**Supply network**

Drawn at 4 px/µm. Pins as bars on the die edge.
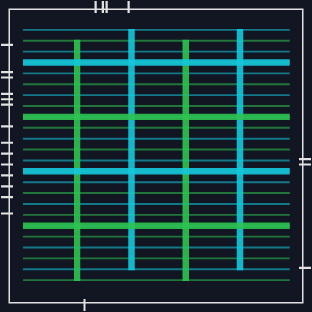
**Cell classes on the final placement**

Drawn at 4 px/µm. Fill, decap, tap and diode cells in gray.
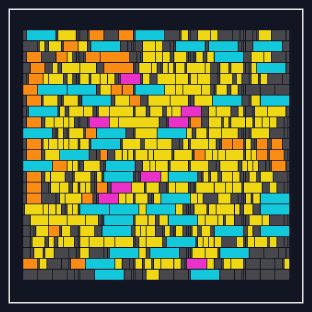
**Clock wires, drivers and flops**

Drawn at 8 px/µm.
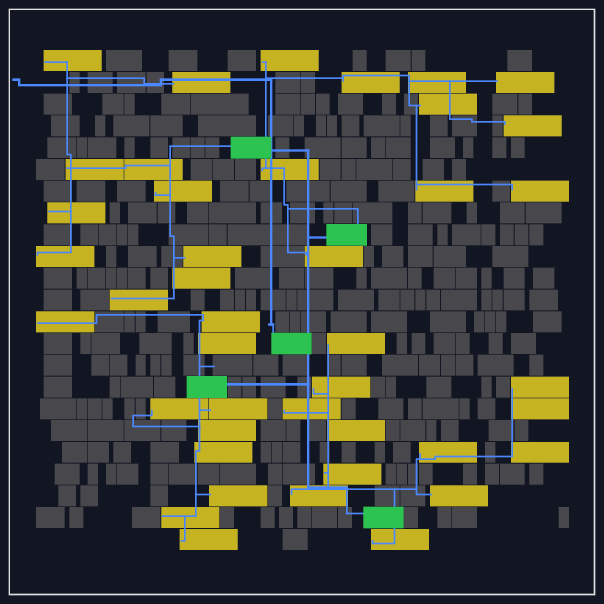
**Metal layers overlaid**

Drawn at 4 px/µm. Two of the layers only.
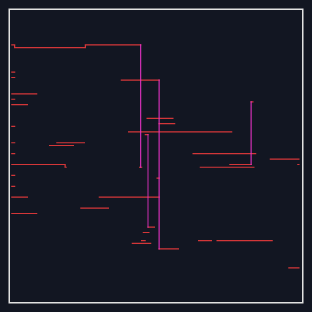
### src/rtl/led_scan_sequencer.sv
// led_scan_sequencer
//
// Step timing and scan position generator for the LED chaser display.
// A programmable prescaler produces one tick every BASE_PERIOD<<speed
// cycles. A STOP/RUN/DWELL state machine advances the lit position on each
// tick, in either bounce mode (0..N-1..0) or wrap mode (0..N-1, 0, ...).
// In bounce mode it can optionally hold each endpoint for DWELL extra ticks.
//
// Ports:
//   clk         system clock
//   reset       synchronous, active-high reset
//   run         1 = scan, 0 = pause (position retained)
//   mode        0 = bounce, 1 = wrap
//   speed       step period = BASE_PERIOD << speed cycles
//   pos         current lit LED index
//   dir         0 = ascending, 1 = descending
//   led_n       active-low one-hot; bit (NUM_LEDS-1-pos) is 0
//   step_pulse  high for the one cycle after each edge that changed pos
//   busy        1 whenever the state machine is not in STOP
//   state       state machine state (0 = STOP, 1 = RUN, 2 = DWELL)
//
// All outputs are registers. led_n is loaded together with pos, from the
// same value, so the pattern always matches the index.

module led_scan_sequencer #(
    parameter int NUM_LEDS    = 8,
    parameter int BASE_PERIOD = 25000000,
    parameter int CNT_W       = 28,
    parameter int DWELL       = 0
) (
    input  logic                        clk,
    input  logic                        reset,
    input  logic                        run,
    input  logic                        mode,
    input  logic [1:0]                  speed,
    output logic [$clog2(NUM_LEDS)-1:0] pos,
    output logic                        dir,
    output logic [NUM_LEDS-1:0]         led_n,
    output logic                        step_pulse,
    output logic                        busy,
    output logic [1:0]                  state
);

    localparam int               PW   = $clog2(NUM_LEDS);
    localparam int               PERW = CNT_W + 3;
    localparam logic [PW-1:0]    LAST = PW'(NUM_LEDS - 1);
    localparam logic [3:0]       DW   = 4'(DWELL);

    typedef enum logic [1:0] {
        ST_STOP  = 2'd0,
        ST_RUN   = 2'd1,
        ST_DWELL = 2'd2
    } state_t;

    state_t           st;
    logic [CNT_W-1:0] cnt;
    logic [3:0]       dwell_cnt;

    logic [PERW-1:0]  period_m1;
    logic             tick;
    logic             at_end;
    logic [PW-1:0]    wrap_pos;
    logic [PW-1:0]    bounce_pos;
    logic [PW-1:0]    step_pos;

    assign state = st;

    // Compare in CNT_W+3 bits so BASE_PERIOD<<3 cannot overflow. Using >=
    // means lowering speed mid-count fires the tick on the next cycle
    // instead of waiting for the counter to wrap.
    assign period_m1 = (PERW'(BASE_PERIOD) << speed) - PERW'(1);
    assign tick      = ({3'b000, cnt} >= period_m1);

    // Endpoint in the current travel direction. A stale dir (left over
    // from wrap mode) is corrected here before any step, so pos never
    // leaves 0..N-1.
    assign at_end     = (!dir && pos == LAST) || (dir && pos == '0);
    assign wrap_pos   = (pos == LAST) ? '0 : pos + PW'(1);
    // At an endpoint the direction flips before the step.
    assign bounce_pos = (dir ^ at_end) ? pos - PW'(1) : pos + PW'(1);
    // DWELL is only entered at an endpoint and pos/dir are frozen there,
    // so bounce_pos is also the correct exit step from DWELL.
    assign step_pos   = mode ? wrap_pos : bounce_pos;

    function automatic logic [NUM_LEDS-1:0] led_decode(input logic [PW-1:0] p);
        logic [NUM_LEDS-1:0] one_hot;
        one_hot            = '0;
        one_hot[LAST - p]  = 1'b1;
        return ~one_hot;
    endfunction

    always_ff @(posedge clk) begin
        if (reset) begin
            st         <= ST_STOP;
            pos        <= '0;
            dir        <= 1'b0;
            cnt        <= '0;
            dwell_cnt  <= '0;
            step_pulse <= 1'b0;
            busy       <= 1'b0;
            led_n      <= led_decode('0);
        end else begin
            step_pulse <= 1'b0;
            case (st)
                ST_STOP: begin
                    cnt <= '0;
                    if (run) begin
                        st   <= ST_RUN;
                        busy <= 1'b1;
                    end
                end

                ST_RUN: begin
                    if (!run) begin
                        // Pause wins over a tick in the same cycle.
                        st   <= ST_STOP;
                        busy <= 1'b0;
                        cnt  <= '0;
                    end else if (!tick) begin
                        cnt <= cnt + CNT_W'(1);
                    end else begin
                        cnt <= '0;
                        if (!mode && at_end && DW != 4'd0) begin
                            st        <= ST_DWELL;
                            dwell_cnt <= 4'd1;
                        end else begin
                            pos        <= step_pos;
                            led_n      <= led_decode(step_pos);
                            step_pulse <= 1'b1;
                            dir        <= mode ? 1'b0 : (dir ^ at_end);
                        end
                    end
                end

                ST_DWELL: begin
                    if (!run) begin
                        // dwell_cnt is kept across the pause.
                        st   <= ST_STOP;
                        busy <= 1'b0;
                        cnt  <= '0;
                    end else if (!tick) begin
                        cnt <= cnt + CNT_W'(1);
                    end else begin
                        cnt <= '0;
                        if (mode || dwell_cnt >= DW) begin
                            // Hold complete, or wrap mode requested: leave
                            // now with the step the current mode dictates.
                            st         <= ST_RUN;
                            pos        <= step_pos;
                            led_n      <= led_decode(step_pos);
                            step_pulse <= 1'b1;
                            dir        <= mode ? 1'b0 : ~dir;
                            dwell_cnt  <= '0;
                        end else begin
                            dwell_cnt <= dwell_cnt + 4'd1;
                        end
                    end
                end

                default: begin
                    st   <= ST_STOP;
                    busy <= 1'b0;
                    cnt  <= '0;
                end
            endcase
        end
    end

endmodule

### config.mk
export PLATFORM = sky130hd
export DESIGN_NAME = led_scan_sequencer
export DESIGN_NICKNAME = d
export VERILOG_FILES = /design/src/rtl/led_scan_sequencer.sv
export SDC_FILE = /design/constraint.sdc
export NUM_CORES = 1
export LEC_CHECK = 0
export ABC_CLOCK_PERIOD_IN_PS = 3300
export CAP_MARGIN = 20
export CORE_MARGIN = 3
export CORE_UTILIZATION = 58
export DETAILED_ROUTE_END_ITERATION = 12
export PLACE_DENSITY = 0.77
export RECOVER_POWER = 100
export SLEW_MARGIN = 20
export SYNTH_ARGS = -nofsm -noshare
export SYNTH_HDL_FRONTEND = slang
export SYNTH_SLANG_ARGS = --single-unit
### constraint.sdc
create_clock -name clk -period 3.3 [get_ports clk]
set_input_delay 0.66 -clock clk [delete_from_list [all_inputs] [get_ports clk]]
set_output_delay 0.66 -clock clk [all_outputs]
set_load 0.01 [all_outputs]
==> impl_metrics.toml <==
# implementation run metrics
[status]
status = "complete, no violations"

[timing]
grt_setup_unrepaired = "false"
slew_viol_final = 0
finalCritPeriodShare_pct = 95.65
setup_slack_ns = 0.1436
clock.fmax_mhz = 316.8
hold_slack_ns = 0.5171
finalHoldViolCount = 0
fin_crit_ns = 3.156

[drt]
first_pass_iters = 5
drc = 0
dr_wl_met3_um = 229
wl_um = 5438
wl_met2_um = 2629
post_drt_wl_per_cell_um = 14.16
avgViaCountPerCell = 5.719

[final_layout]
comb-cell-share_pct = 53.77
largest_class = "combinational gates"
comb_cells = 233
lay_top_cells = "dfxtp_1, nor3_1, nor2_1"
fill_cells = 333
reg.largest.list = "cnt x28, led_n x8, pos x3"
syn_to_final_growth_pct = 18.09
inverters = 13
nClkBuffers = 8
regArea_um2 = 840.8

[power_and_ir_drop]
pg_comb_mw = 0.119
power_frac_comb_pct = 11.6
powerDensity_nw_per_um2 = 334.8
p_clk_mw = 0.385
p_int_mw = 0.7796
switching_share_pct = 24.20
seqPwrFrac_pct = 51.0

[worst_setup_path]
cp-start-kind = "input port"
slowest_stage = "or4bb_2"
path_cells = "clkdlybuf4s50_1, buf_4, nor2_1, ha_1, or4bb_2, a21oi_1, o21ai_0, a31oi_1, nor3_4, mux2_1"
path_max_fanout = 7
critical_path_cell_count = 10
crit_path_end_kind = "flop"
cp_top_family = "simple AND/OR/NAND/NOR gates"
crit_path_start = "speed[1]"

[synthesis]
synth.ff_latch_count = 42
ys_warn_count = 0
synthTopLogicFamily = "simple AND/OR/NAND/NOR gates"
top_area_share_pct = 32.32
ys_area_um2 = 2601
yosysUniqueCellTypes = 50
yosysMostFrequentCell = "dfxtp_1"
common_cells = "dfxtp_1, nor3_1, nor2_1"
largest_area_cell = "dfxtp_1"
synthCells = 299
synth-edff-count = 0

[global_routing]
track_usage_pct = 22.37
antenna_found_initial = 0
grt_pass1_wl_um = 9342
met3_usage_pct = 3.719
grt_max_degree = 29

[job]
maxCapViolCount = 0

[floorplan]
core_util_floorplan_pct = 62.34
die-area_um2 = 5325
die_w_um = 72.97
tap_cells = 50

[clock_network]
post-cts-setup-buffers = 0
cts_root_buffer = "clkbuf_8"
cts.clk_slew.worst_paths_ns = 0.08

[place]
dpl.hpwl_um = 4118

[hold_path]
worstHoldPathCells = 2
min_from = "led_n[6]"
hold_class = "reg -> reg"
About 'supply network':
[cyan] VDD
[green] VSS
met5 straps: 4
rows: 23
signal pins: 22
met4 straps: 4
met1 rails: 24
Core Region: 4173 µm²
maximum VDD drop: 0.1890 mV
Die Height: 72.97 µm

About 'cell classes on the final placement':
[magenta] clock drivers and dummy loads | cells: 8 | share of their area: 3.7%
[yellow] all other logic | cells: 246 | share of their area: 57%
[orange] other buffers and delay cells | cells: 38 | share of their area: 12%
[cyan] flops | cells: 42 | share of their area: 28%
row count: 23
Design Area, Final: 3072 µm²
Util after Layout: 73.61%
Seq/total area: 27.37%

About 'clock wires, drivers and flops':
[green] cells driving clock nets | count: 5
[yellow] flip-flops | count: 42
[blue] clock wires | length: 525 µm
routed clock nets: 6
clock skew: 0.008528 ns
clock power share: 37.4%
clk ins delay skew pair: 0.30 ns

About 'metal layers overlaid':
[red] met3 | wire length: 230 µm
[magenta] met4 | wire length: 112 µm

Power and IR drop assume default switching activity.
